<file path="src/rtl/snes_pad_poller_if.sv">
// Purpose : bundles the pad-side serial lines and the CPU-side control/status
//           signals of the SNES pad poller into one connection.
// Modports:
//   master - the poller: drives pad_latch/pad_clk and all status outputs,
//            receives enable, clear_pressed and the raw pad_data line.
//   slave  - the system/pad side: the mirror image of master.
// Signals :
//   enable        1 = polling allowed (looked at only while idle)
//   clear_pressed one-cycle pulse clearing the sticky pressed bits
//   pad_data      serial data from pad, active-low, asynchronous
//   pad_latch     latch strobe to pad, active-high
//   pad_clk       shift clock to pad, idles high
//   buttons       current button state, active-high
//   ctrl_word     {pressed, buttons} MMIO read value
//   new_sample    one-cycle pulse after buttons/pressed update
//   busy          high while a frame is in progress
interface snes_pad_poller_if;
  logic        enable;
  logic        clear_pressed;
  logic        pad_data;
  logic        pad_latch;
  logic        pad_clk;
  logic [15:0] buttons;
  logic [31:0] ctrl_word;
  logic        new_sample;
  logic        busy;

  modport master (
    input  enable, clear_pressed, pad_data,
    output pad_latch, pad_clk, buttons, ctrl_word, new_sample, busy
  );

  modport slave (
    output enable, clear_pressed, pad_data,
    input  pad_latch, pad_clk, buttons, ctrl_word, new_sample, busy
  );
endinterface

</file>
<file path="src/rtl/snes_pad_poller.sv">
// Purpose : polls one SNES-style serial game pad at a fixed frame rate,
//           publishes the 16 button states and sticky "newly pressed" edges
//           as a 32-bit controller word.
// Ports   :
//   clock  - system clock, all state on the rising edge
//   reset  - asynchronous, active-low reset
//   bus    - snes_pad_poller_if.master: pad lines plus control/status
// Parameters:
//   CLK_DIV     - clock cycles per half bit period (>= 4)
//   POLL_CYCLES - idle cycles between frames (>= 1)
module snes_pad_poller #(
  parameter int CLK_DIV     = 300,
  parameter int POLL_CYCLES = 833333
) (
  input logic                clock,
  input logic                reset,
  snes_pad_poller_if.master  bus
);

  localparam int HC_W = $clog2(CLK_DIV);
  localparam int PC_W = $clog2(POLL_CYCLES + 1);

  typedef enum logic [2:0] {
    ST_IDLE,
    ST_LATCH,
    ST_SETTLE,
    ST_SHIFT_LO,
    ST_SHIFT_HI,
    ST_DONE
  } state_t;

  state_t            state_q, state_d;
  logic [HC_W-1:0]   hc_q, hc_d;
  logic [PC_W-1:0]   poll_q, poll_d;
  logic [3:0]        b_q, b_d;
  logic [15:0]       shreg_q, shreg_d;
  logic [15:0]       buttons_q, buttons_d;
  logic [15:0]       pressed_q, pressed_d;
  logic              new_sample_q, new_sample_d;
  logic              pad_latch_q, pad_latch_d;
  logic              pad_clk_q, pad_clk_d;
  logic              sync1_q, sync2_q;
  logic              phase_end;

  // Two-flop synchronizer for the asynchronous pad data line; resets to the
  // idle (released) level so a reset never looks like a pressed button.
  always_ff @(posedge clock or negedge reset) begin
    if (!reset) begin
      sync1_q <= 1'b1;
      sync2_q <= 1'b1;
    end else begin
      sync1_q <= bus.pad_data;
      sync2_q <= sync1_q;
    end
  end

  assign phase_end = (hc_q == HC_W'(CLK_DIV - 1));

  // Next-state logic. The LATCH phase lasts two half periods, so the bit
  // index b doubles as the half-period counter there before being cleared
  // for the shift phase. pad_latch/pad_clk are decoded from the next state
  // so the registered pins change exactly on state entry.
  always_comb begin
    state_d      = state_q;
    hc_d         = phase_end ? '0 : hc_q + HC_W'(1);
    poll_d       = poll_q;
    b_d          = b_q;
    shreg_d      = shreg_q;
    buttons_d    = buttons_q;
    pressed_d    = bus.clear_pressed ? 16'h0000 : pressed_q;
    new_sample_d = 1'b0;

    case (state_q)
      ST_IDLE: begin
        hc_d = '0;
        if (bus.enable) begin
          if (poll_q == PC_W'(POLL_CYCLES - 1)) begin
            state_d = ST_LATCH;
            poll_d  = '0;
            b_d     = 4'd0;
          end else begin
            poll_d = poll_q + PC_W'(1);
          end
        end else begin
          poll_d = '0;
        end
      end
      ST_LATCH: begin
        if (phase_end) begin
          if (b_q[0]) begin
            state_d = ST_SETTLE;
            b_d     = 4'd0;
          end else begin
            b_d = 4'd1;
          end
        end
      end
      ST_SETTLE: begin
        if (phase_end) begin
          state_d = ST_SHIFT_LO;
          b_d     = 4'd0;
        end
      end
      ST_SHIFT_LO: begin
        if (hc_q == '0) begin
          shreg_d[b_q] = ~sync2_q;
        end
        if (phase_end) begin
          state_d = ST_SHIFT_HI;
        end
      end
      ST_SHIFT_HI: begin
        if (phase_end) begin
          if (b_q == 4'd15) begin
            state_d = ST_DONE;
          end else begin
            b_d     = b_q + 4'd1;
            state_d = ST_SHIFT_LO;
          end
        end
      end
      ST_DONE: begin
        // Clear is folded in first so an edge seen in this frame survives.
        hc_d         = '0;
        buttons_d    = shreg_q;
        pressed_d    = (bus.clear_pressed ? 16'h0000 : pressed_q) | (shreg_q & ~buttons_q);
        new_sample_d = 1'b1;
        state_d      = ST_IDLE;
      end
      default: begin
        state_d = ST_IDLE;
        hc_d    = '0;
      end
    endcase

    pad_latch_d = (state_d == ST_LATCH);
    pad_clk_d   = (state_d != ST_SHIFT_LO);
  end

  // State register; an asynchronous reset abandons any frame in progress.
  always_ff @(posedge clock or negedge reset) begin
    if (!reset) begin
      state_q      <= ST_IDLE;
      hc_q         <= '0;
      poll_q       <= '0;
      b_q          <= 4'd0;
      shreg_q      <= 16'h0000;
      buttons_q    <= 16'h0000;
      pressed_q    <= 16'h0000;
      new_sample_q <= 1'b0;
      pad_latch_q  <= 1'b0;
      pad_clk_q    <= 1'b1;
    end else begin
      state_q      <= state_d;
      hc_q         <= hc_d;
      poll_q       <= poll_d;
      b_q          <= b_d;
      shreg_q      <= shreg_d;
      buttons_q    <= buttons_d;
      pressed_q    <= pressed_d;
      new_sample_q <= new_sample_d;
      pad_latch_q  <= pad_latch_d;
      pad_clk_q    <= pad_clk_d;
    end
  end

  assign bus.pad_latch  = pad_latch_q;
  assign bus.pad_clk    = pad_clk_q;
  assign bus.buttons    = buttons_q;
  assign bus.ctrl_word  = {pressed_q, buttons_q};
  assign bus.new_sample = new_sample_q;
  assign bus.busy       = (state_q != ST_IDLE);

endmodule

</file>
<file path="src/flat_wrapper.sv">
// flat-port wrapper written by rule: the top's interface ports become plain ports
module snes_pad_poller_flat 
#(
  parameter int CLK_DIV     = 300,
  parameter int POLL_CYCLES = 833333
)
  (clock, reset, bus_enable, bus_clear_pressed, bus_pad_data, bus_pad_latch, bus_pad_clk, bus_buttons, bus_ctrl_word, bus_new_sample, bus_busy);
  snes_pad_poller_if bus_i ();
  input logic clock;
  input logic reset;
  input wire logic [$bits(bus_i.enable)-1:0] bus_enable;
  input wire logic [$bits(bus_i.clear_pressed)-1:0] bus_clear_pressed;
  input wire logic [$bits(bus_i.pad_data)-1:0] bus_pad_data;
  output wire logic [$bits(bus_i.pad_latch)-1:0] bus_pad_latch;
  output wire logic [$bits(bus_i.pad_clk)-1:0] bus_pad_clk;
  output wire logic [$bits(bus_i.buttons)-1:0] bus_buttons;
  output wire logic [$bits(bus_i.ctrl_word)-1:0] bus_ctrl_word;
  output wire logic [$bits(bus_i.new_sample)-1:0] bus_new_sample;
  output wire logic [$bits(bus_i.busy)-1:0] bus_busy;
  assign bus_i.enable = bus_enable;
  assign bus_i.clear_pressed = bus_clear_pressed;
  assign bus_i.pad_data = bus_pad_data;
  assign bus_pad_latch = bus_i.pad_latch;
  assign bus_pad_clk = bus_i.pad_clk;
  assign bus_buttons = bus_i.buttons;
  assign bus_ctrl_word = bus_i.ctrl_word;
  assign bus_new_sample = bus_i.new_sample;
  assign bus_busy = bus_i.busy;
  snes_pad_poller #(.CLK_DIV(CLK_DIV), .POLL_CYCLES(POLL_CYCLES)) u_core (.clock(clock), .reset(reset), .bus(bus_i));
endmodule
</file>
<file path="config.mk">
export PLATFORM = sky130hd
export DESIGN_NAME = snes_pad_poller_flat
export DESIGN_NICKNAME = d
export VERILOG_FILES = /design/src/rtl/snes_pad_poller_if.sv /design/src/rtl/snes_pad_poller.sv /design/src/flat_wrapper.sv
export SDC_FILE = /design/constraint.sdc
export NUM_CORES = 1
export LEC_CHECK = 0
export CAP_MARGIN = 20
export CORE_MARGIN = 2
export CORE_UTILIZATION = 55
export DETAILED_ROUTE_END_ITERATION = 8
export PLACE_DENSITY_LB_ADDON = 0.25
export SYNTH_ARGS = -nofsm -noshare
export SYNTH_HDL_FRONTEND = slang
export SYNTH_SLANG_ARGS = --single-unit
export TNS_END_PERCENT = 30
</file>
<file path="constraint.sdc">
create_clock -name clock -period 2.38 [get_ports clock]
set_clock_uncertainty 0.15 [all_clocks]
set_input_delay 0.595 -clock clock [delete_from_list [all_inputs] [get_ports clock]]
set_output_delay 0.595 -clock clock [all_outputs]
set_load 0.05 [all_outputs]
</file>
==> out/qor.csv <==
stage,metric,value,unit
final_layout,logic share of the area,34.5,%
job,tool warnings,31,
logic_synthesis,cell count in the Yosys report,459,
final_layout,multi-input gates,286,
placement,Buffers on Ports,56,
final_timing,Max Slew Vio Count,0,
logic_synthesis,Yosys top cell by instances,dfrtp_1,
cts,post-cts resize count,1,
outcome,status,"complete, no violations",
final_layout,buffering overhead,13.5,%
final_timing,Final TNS setup,0,ns
worst_setup_path,R2R setup slack,0.17,ns
logic_synthesis,"Seq share, synth",50.5,%
logic_synthesis,post-synth top area cell,dfrtp_1,
logic_synthesis,chip area in the Yosys report,0.00442,mm2
worst_setup_path,critical path type,flip-flop to primary output,
pwr,switching share of power,24.6,%
drt,drt first pass iters,4,
final_layout,Layout area overhead,18.7,%
cts,CTS tree,done,
global_routing,largest net degree at the start of global routing,50,
final_timing,Slew @ Worst Pin,0.534,ns
cts,clk buf depth,2,
worst_setup_path,worst path cell trace,clkdlybuf4s50_1,
final_timing,final period utilization,97.9,%
final_layout,# clk buffers,10,
final_layout,Logic area,0.00181,mm2
logic_synthesis,Ys Warns,0,
worst_setup_path,max incr delay on CP,0.82,ns
logic_synthesis,"Cell Area, Synth",0.00442,mm2
pwr,sequential power,0.00153,W
final_timing,Setup Viol. Count Final,0,
cts,Num CTS Buffers,9,
final_layout,"Most flops, register",u_core.poll_q,
global_routing,global route overflow,0,
pwr,cell area power density,490,mW/mm2
floorplanning,row count,32,
final_layout,filler instances,618,
final_layout,Top Layout Cells,"85 x dfrtp_1, 47 x inv_1, 45 x nand2_1",
cts,root buf cell,clkbuf_8,
worst_setup_path,crit path max fanout,4,
final_timing,Slew headroom,64.3,%
worst_setup_path,Crit-path slowest cell,clkdlybuf4s50_1,
worst_setup_path,Worst Path Buf+Inv,1,
pwr,Pwr Total,0.00257,W
worst_setup_path,data arrival time of the critical path,1.58,ns
worst_setup_path,type of origin of the critical path,flip-flop,
cts,Setup Buffers After CTS,0,
drt,Via density,5.75,
### Wiring heat map

Bar = 20 um. The die is cut into 19 by 19 equal tiles; black is low, pale yellow is high, scaled to the fullest tile. Values are wire area over tile area, all layers added.
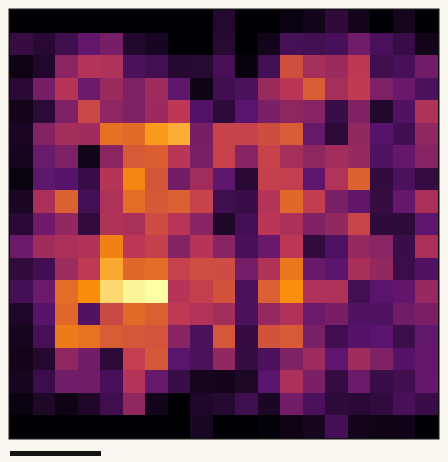
- nearly empty tiles: 8.0%
- mean over tiles: 0.17
- fullest tile: 0.55
- tiles over half the peak: 18%
via count: 3,526
Total Wirelength: 9110 um
Tot GR Track Use: 22.5%
Avg WL per Cell: 14.9 um

### Where the registers sit

Other sequential cells in the stronger gray, the rest of the logic in the fainter gray.
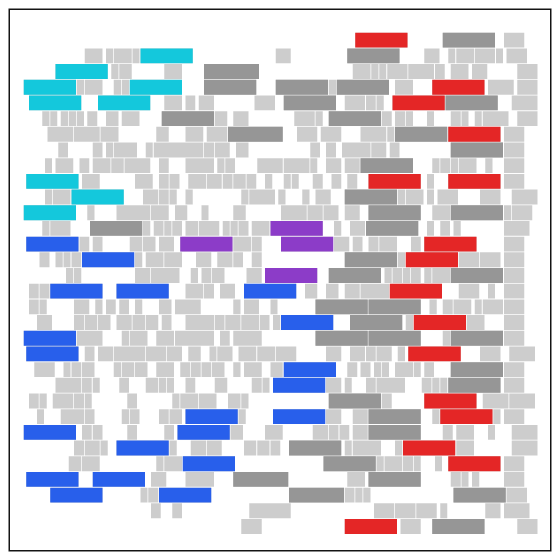
- u_core.b_q: purple (sequential cells 4; where center)
- u_core.bus.buttons: red (sequential cells 16)
- u_core.poll_q: blue (sequential cells 20)
- u_core.hc_q: cyan (sequential cells 9; where north-west)
- not colored: 40

### Placed standard cells

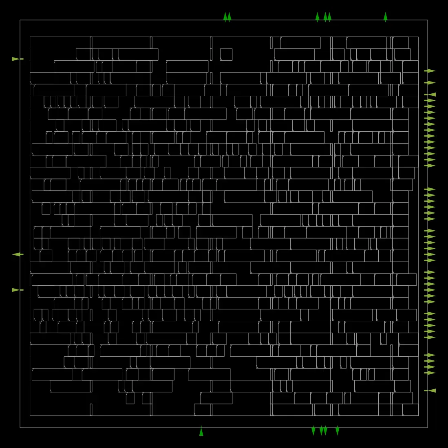
number of sequential cells: 89
post-layout util: 67.5%

### Layout detail

Bar = 20 um. Window x 0 to 50, y 0 to 50 um. Cells in gray, sequential cells in the stronger gray; small squares are vias.
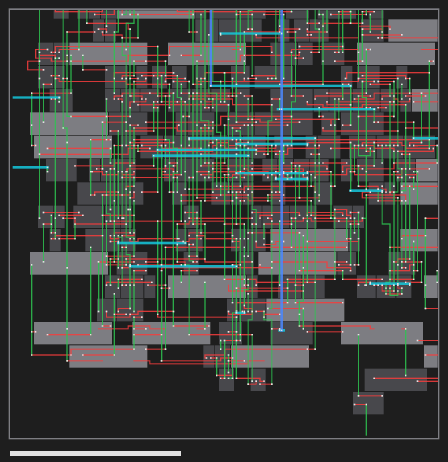
- M1: red
- M2: green
- M3: cyan
- M4: blue
- most frequent: nand2_1 (15), dfrtp_1 (15), nand3_1 (12)
- cells with their middle in the window: 145
- sequential cells in the window: 16
- netlist names of flops here include: u_core.poll_q (14)

### Cell classes on the final placement

Fill, decap, tap and diode cells in gray.
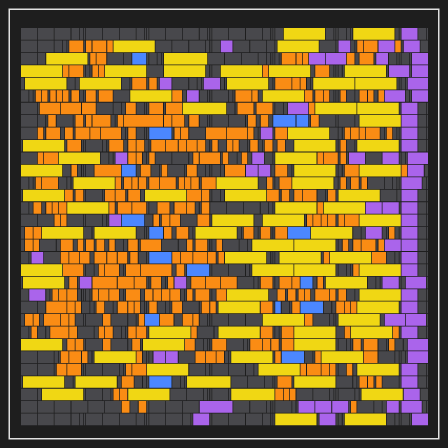
- remaining logic cells: orange (cells 335)
- remaining buffers and delay cells: purple (cells 71)
- clock drivers and dummy loads: blue (cells 16)
- registers: yellow (cells 89)

No activity file was given, so power comes from the tool's default toggle rates.
